<file path="config.mk">
export PLATFORM = sky130hd
export DESIGN_NAME = adc_spi_responder_flat
export DESIGN_NICKNAME = d
export VERILOG_FILES = /design/src/rtl/adc_spi_responder_if.sv /design/src/rtl/adc_spi_responder.sv /design/src/flat_wrapper.sv
export SDC_FILE = /design/constraint.sdc
export NUM_CORES = 1
export LEC_CHECK = 0
export ABC_CLOCK_PERIOD_IN_PS = 2700
export CAP_MARGIN = 10
export CORE_UTILIZATION = 45
export CTS_BUF_LIST = sky130_fd_sc_hd__clkbuf_8
export CTS_CLUSTER_SIZE = 12
export DETAILED_ROUTE_END_ITERATION = 8
export PLACE_DENSITY = 0.75
export SLEW_MARGIN = 15
export SYNTH_ARGS = -nofsm -noshare
export SYNTH_HDL_FRONTEND = slang
export SYNTH_SLANG_ARGS = --single-unit
</file>
<file path="constraint.sdc">
create_clock -name iCLK -period 2.7 [get_ports iCLK]
set_input_delay 0.54 -clock iCLK [delete_from_list [all_inputs] [get_ports iCLK]]
set_output_delay 0.54 -clock iCLK [all_outputs]
set_load 0.01 [all_outputs]
</file>
<file path="src/rtl/adc_spi_responder_if.sv">
// Serial link between an ADC controller and the touch-screen ADC responder.
// The master drives chip select, serial clock and command data; the slave answers.
interface adc_spi_responder_if;
  logic iADC_CS_n;
  logic iADC_DCLK;
  logic iADC_DIN;
  logic oADC_DOUT;
  logic oADC_BUSY;
  logic oADC_PENIRQ_n;

  modport master (
    output iADC_CS_n, iADC_DCLK, iADC_DIN,
    input  oADC_DOUT, oADC_BUSY, oADC_PENIRQ_n
  );

  modport slave (
    input  iADC_CS_n, iADC_DCLK, iADC_DIN,
    output oADC_DOUT, oADC_BUSY, oADC_PENIRQ_n
  );
endinterface

</file>
<file path="src/rtl/adc_spi_responder.sv">
// Touch-screen ADC responder: decodes a serial command, returns a latched X/Y value.
// Optional macro TOUCH_FILTER_EN adds a FILTER_LEN-cycle stability filter on iTOUCH.
module adc_spi_responder #(
  parameter int FILTER_LEN = 16
) (
  input  logic                      iCLK,
  input  logic                      iRST,
  adc_spi_responder_if.slave        adc,
  input  logic [11:0]               iX_COORD,
  input  logic [11:0]               iY_COORD,
  input  logic                      iTOUCH
);

  typedef enum logic [1:0] {IDLE, CMD, BUSY, DATA} state_t;

  if (FILTER_LEN < 1) begin : g_len_check
    $error("FILTER_LEN must be at least 1");
  end

  // Synchronizers for the asynchronous serial link and the touch input
  logic [1:0] cs_sync, dclk_sync, din_sync, touch_sync;
  logic       dclk_prev;
  logic       cs_n_s, din_s, touch_s, dclk_rise, dclk_fall, touch_f;

  assign cs_n_s    = cs_sync[1];
  assign din_s     = din_sync[1];
  assign touch_s   = touch_sync[1];
  assign dclk_rise =  dclk_sync[1] & ~dclk_prev;
  assign dclk_fall = ~dclk_sync[1] &  dclk_prev;

  always_ff @(posedge iCLK or posedge iRST) begin
    if (iRST) begin
      cs_sync    <= '0;
      dclk_sync  <= '0;
      din_sync   <= '0;
      touch_sync <= '0;
      dclk_prev  <= 1'b0;
    end else begin
      // NOTE: non-blocking assignments let every flop sample the old value, forming a true 2-stage chain.
      cs_sync    <= {cs_sync[0],    adc.iADC_CS_n};
      dclk_sync  <= {dclk_sync[0],  adc.iADC_DCLK};
      din_sync   <= {din_sync[0],   adc.iADC_DIN};
      touch_sync <= {touch_sync[0], iTOUCH};
      dclk_prev  <= dclk_sync[1];
    end
  end

`ifdef TOUCH_FILTER_EN
  localparam int CNT_W = $clog2(FILTER_LEN + 1);
  logic [CNT_W-1:0] filt_cnt_q;
  logic             touch_f_q;

  always_ff @(posedge iCLK or posedge iRST) begin
    if (iRST) begin
      filt_cnt_q <= '0;
      touch_f_q  <= 1'b0;
    end else if (touch_s == touch_f_q) begin
      filt_cnt_q <= '0;
    end else if (filt_cnt_q == CNT_W'(FILTER_LEN - 1)) begin
      touch_f_q  <= touch_s;
      filt_cnt_q <= '0;
    end else begin
      filt_cnt_q <= filt_cnt_q + 1'b1;
    end
  end

  assign touch_f = touch_f_q;
`else
  assign touch_f = touch_s;
`endif

  state_t      state_q, state_d;
  logic [2:0]  bit_cnt_q, bit_cnt_d;
  logic [5:0]  cmd_sr_q, cmd_sr_d;
  logic [11:0] word_q, word_d;
  logic [3:0]  bits_left_q, bits_left_d;
  logic        mode_q, mode_d;
  logic        dout_q, dout_d;
  logic        busy_q, busy_d;
  logic        pen_en_q, pen_en_d;

  always_ff @(posedge iCLK or posedge iRST) begin
    if (iRST) begin
      state_q     <= IDLE;
      bit_cnt_q   <= '0;
      cmd_sr_q    <= '0;
      word_q      <= '0;
      bits_left_q <= '0;
      mode_q      <= 1'b0;
      dout_q      <= 1'b0;
      busy_q      <= 1'b0;
      pen_en_q    <= 1'b1;
    end else begin
      state_q     <= state_d;
      bit_cnt_q   <= bit_cnt_d;
      cmd_sr_q    <= cmd_sr_d;
      word_q      <= word_d;
      bits_left_q <= bits_left_d;
      mode_q      <= mode_d;
      dout_q      <= dout_d;
      busy_q      <= busy_d;
      pen_en_q    <= pen_en_d;
    end
  end

  always_comb begin
    // NOTE: every output takes its hold value first so no path leaves a latch behind.
    state_d     = state_q;
    bit_cnt_d   = bit_cnt_q;
    cmd_sr_d    = cmd_sr_q;
    word_d      = word_q;
    bits_left_d = bits_left_q;
    mode_d      = mode_q;
    dout_d      = dout_q;
    busy_d      = busy_q;
    pen_en_d    = pen_en_q;

    if (cs_n_s) begin
      state_d   = IDLE;
      dout_d    = 1'b0;
      busy_d    = 1'b0;
      bit_cnt_d = '0;
      cmd_sr_d  = '0;
    end else begin
      case (state_q)
        IDLE: begin
          if (dclk_rise && din_s) begin
            state_d   = CMD;
            bit_cnt_d = 3'd1;
            cmd_sr_d  = '0;
          end
        end
        CMD: begin
          if (dclk_rise) begin
            cmd_sr_d  = {cmd_sr_q[4:0], din_s};
            bit_cnt_d = bit_cnt_q + 3'd1;
            // Rise 8: cmd_sr_q holds A2..PD1 and din_s is PD0
            if (bit_cnt_q == 3'd7) begin
              state_d  = BUSY;
              mode_d   = cmd_sr_q[2];
              pen_en_d = ({cmd_sr_q[0], din_s} == 2'b00);
              case (cmd_sr_q[5:3])
                3'b101:  word_d = iX_COORD;
                3'b001:  word_d = iY_COORD;
                default: word_d = '0;
              endcase
            end
          end
        end
        BUSY: begin
          if (dclk_fall) begin
            if (!busy_q) begin
              busy_d = 1'b1;
            end else begin
              busy_d      = 1'b0;
              dout_d      = word_q[11];
              word_d      = {word_q[10:0], 1'b0};
              bits_left_d = mode_q ? 4'd7 : 4'd11;
              state_d     = DATA;
            end
          end
        end
        DATA: begin
          if (dclk_fall) begin
            if (bits_left_q == 4'd0) begin
              dout_d  = 1'b0;
              state_d = IDLE;
            end else begin
              dout_d      = word_q[11];
              word_d      = {word_q[10:0], 1'b0};
              bits_left_d = bits_left_q - 4'd1;
            end
          end
        end
        default: state_d = IDLE;
      endcase
    end
  end

  assign adc.oADC_DOUT     = dout_q;
  assign adc.oADC_BUSY     = busy_q;
  assign adc.oADC_PENIRQ_n = ~(pen_en_q && (state_q == IDLE) && touch_f);

endmodule

</file>
<file path="src/flat_wrapper.sv">
// flat-port wrapper written by rule: the top's interface ports become plain ports
module adc_spi_responder_flat 
#(
  parameter int FILTER_LEN = 16
)
  (iCLK, iRST, iX_COORD, iY_COORD, iTOUCH, adc_iADC_CS_n, adc_iADC_DCLK, adc_iADC_DIN, adc_oADC_DOUT, adc_oADC_BUSY, adc_oADC_PENIRQ_n);
  adc_spi_responder_if adc_i ();
  input  logic iCLK;
  input  logic iRST;
  input  logic [11:0] iX_COORD;
  input  logic [11:0] iY_COORD;
  input  logic iTOUCH;
  input wire logic [$bits(adc_i.iADC_CS_n)-1:0] adc_iADC_CS_n;
  input wire logic [$bits(adc_i.iADC_DCLK)-1:0] adc_iADC_DCLK;
  input wire logic [$bits(adc_i.iADC_DIN)-1:0] adc_iADC_DIN;
  output wire logic [$bits(adc_i.oADC_DOUT)-1:0] adc_oADC_DOUT;
  output wire logic [$bits(adc_i.oADC_BUSY)-1:0] adc_oADC_BUSY;
  output wire logic [$bits(adc_i.oADC_PENIRQ_n)-1:0] adc_oADC_PENIRQ_n;
  assign adc_i.iADC_CS_n = adc_iADC_CS_n;
  assign adc_i.iADC_DCLK = adc_iADC_DCLK;
  assign adc_i.iADC_DIN = adc_iADC_DIN;
  assign adc_oADC_DOUT = adc_i.oADC_DOUT;
  assign adc_oADC_BUSY = adc_i.oADC_BUSY;
  assign adc_oADC_PENIRQ_n = adc_i.oADC_PENIRQ_n;
  adc_spi_responder #(.FILTER_LEN(FILTER_LEN)) u_core (.iCLK(iCLK), .iRST(iRST), .adc(adc_i), .iX_COORD(iX_COORD), .iY_COORD(iY_COORD), .iTOUCH(iTOUCH));
endmodule
</file>
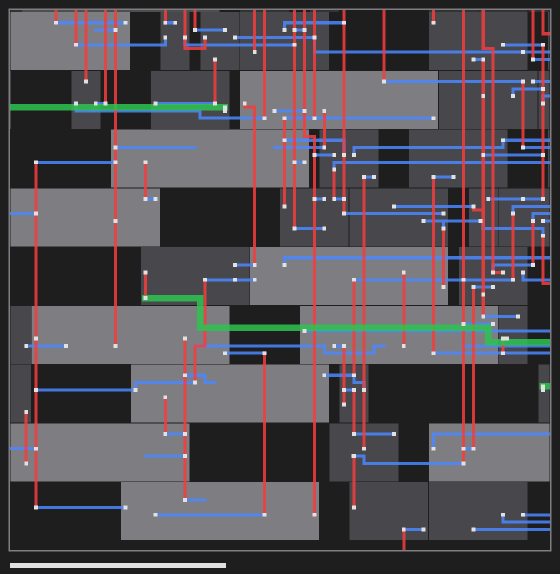
**Above:** layout detail.
Scale bar: 10 µm. Window x 5 to 30, y 5 to 30 µm. Cells in grey, sequential cells in the stronger grey; small squares are vias.
- M2: red
- M1: blue
- M3: green
- cells with their middle in the window: 31
- netlist names of flops here include: u_core.cs_sync (2), u_core.dclk_sync (2), u_core.din_sync (2)
- most frequent: dfrtp_1 (11), ha_1 (5)
- sequential cells in the window: 11

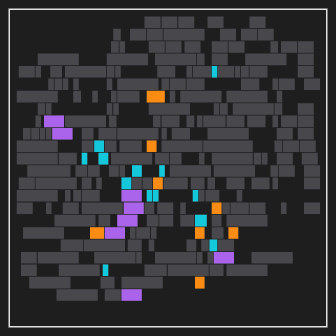
**Above:** gate families picked out.
- and/or cells: orange (cells 8; most used and3_1)
- fa/ha/maj cells: purple (cells 8; most used ha_1)
- nor cells: cyan (cells 13; most used nor2_1; where middle)
post-route non-filler standard cell count: 281
multi-input gate share of total cell area: 38.0%

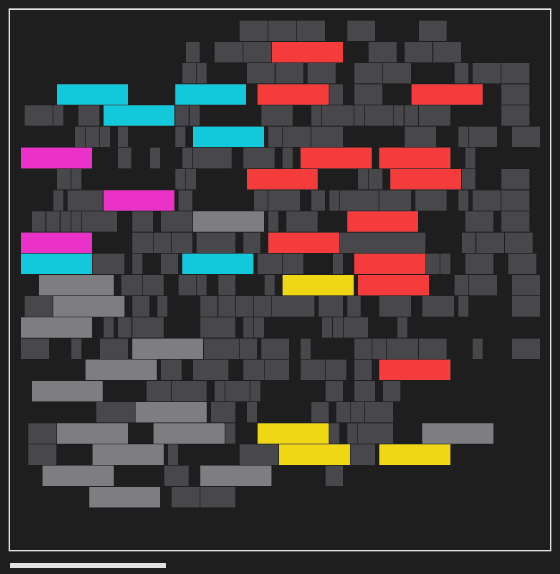
**Above:** register map, names as in the netlist.
Scale bar: 20 µm.
- u_core.bits_left_q: yellow (sequential cells 4; where bottom middle)
- u_core.cmd_sr_q: cyan (sequential cells 6)
- u_core.word_q: red (sequential cells 12)
- u_core.bit_cnt_q: magenta (sequential cells 3)

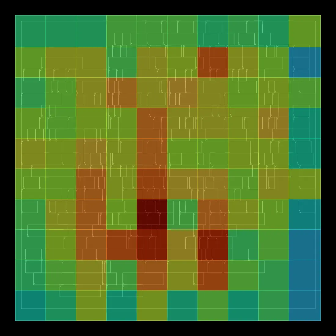
**Above:** routing congestion.
share of the core filled with cells in the final layout: 57.7%
met1 GRT Util: 22.6%
final routed wire length divided by cell count: 13.4 µm
GRT Total Usage: 17.9%
met3 usage: 4.94%

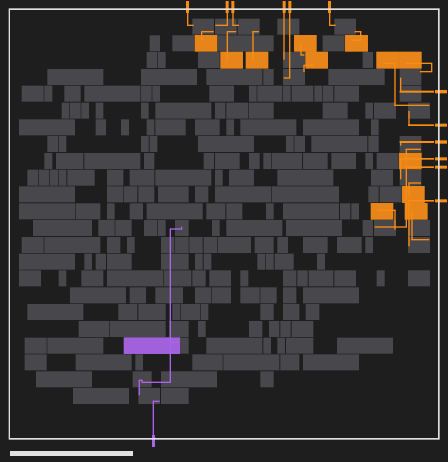
**Above:** nets reached from selected ports.
Scale bar: 20 µm.
- adc_oADC_BUSY: purple (direction output; end cells 1; buffers 1; wire 42.7 µm)
- iX_COORD: orange (direction input; end cells 12; buffers 12; wire 158 µm)

==> run summary <==
Entry: Yosys synthesis followed by OpenROAD place and route.

Hold path:
- The run puts the cell depth of the worst min-delay path at 0.
- The run gives the worst hold path class as register to register.

Timing:
- The run puts the top achievable clock speed at 454 MHz.
- The run puts the number of setup violations in the final report at 0.
- Max-slew check failures listed in the final report amount to 0.
- The run puts the number of failing hold endpoints at the final stage at 0.

Clock network:
- Counting every sink on the clock net gives 40.
- The run gives the post-cts hold-fix buffer tally as 0.
- The run puts the number of CTS-inserted buffers at 5.

Finish:
- The run gives the number of clock-tree buffers in the layout as 5.
- The run puts the logic area at 955 µm².
- The run gives the fraction of cell area in non-clock buffers as 13.9%.
- Ranked by total area, the top cell class in this layout is sequential cells.
- Per the layout report, the design carries 36 non-clock buffers.
- The repair_antennas step left the layout with diodes totalling 0.
- The number of multi-input combinational cells in the layout is 137.

Place:
- The detailed placer reported the number of placed instances as 273.
- The run puts the count of buffers from port buffering at 32.
- The run gives the pre-CTS setup slack as 577 ps.

Pwr:
- The run puts the net switching component of the power at 537 µW.
- Power spread over the standard cell area amounts to 678 nW/µm².
- The run gives the total leakage power as 1.10 nW.

Route:
- The run gives the total via count in the routed design as 1,506.
- The run gives the number of DRC markers after the initial detailed-route iteration as 110.
- The post-route report lists met1 wire length as 1.70 mm.
- The detail route stage leaves a number of antenna-violating nets equal to 0.

Logic synthesis:
- The run puts the fraction of the mapped netlist area in compound gates at 11.8%.
- The run gives the simple-gate portion of the synthesized area as 15.0%.
- Summing the areas of all xor and xnor instances in the mapped netlist gives 0.429% of the synthesized area.
- The run gives the area figure in the yosys stat output as 2040 µm².

Setup path:
- The run puts the worst-case register-to-register setup slack at 550 ps.
- In this run the worst setup path terminates at adc_oADC_PENIRQ_n.
- The run gives the standard cell with the maximum stage delay on the critical path as clkdlybuf4s50_1.
- The worst setup path is launched from a register.

Global route:
- The first global-routing pass estimated 6.88 mm of wire.
- The via count of the first global-routing pass came to 1,534.

Floorplanning:
- The run puts the number of well taps at 52.
- The run puts the initial core utilization at 46.8%.
- The run puts the area of the core region at 4350 µm².

Outcome:
- The flow ran to the end, and the final reports show no timing, DRC or antenna violations.
No activity file was given, so power comes from the tool's default toggle rates.
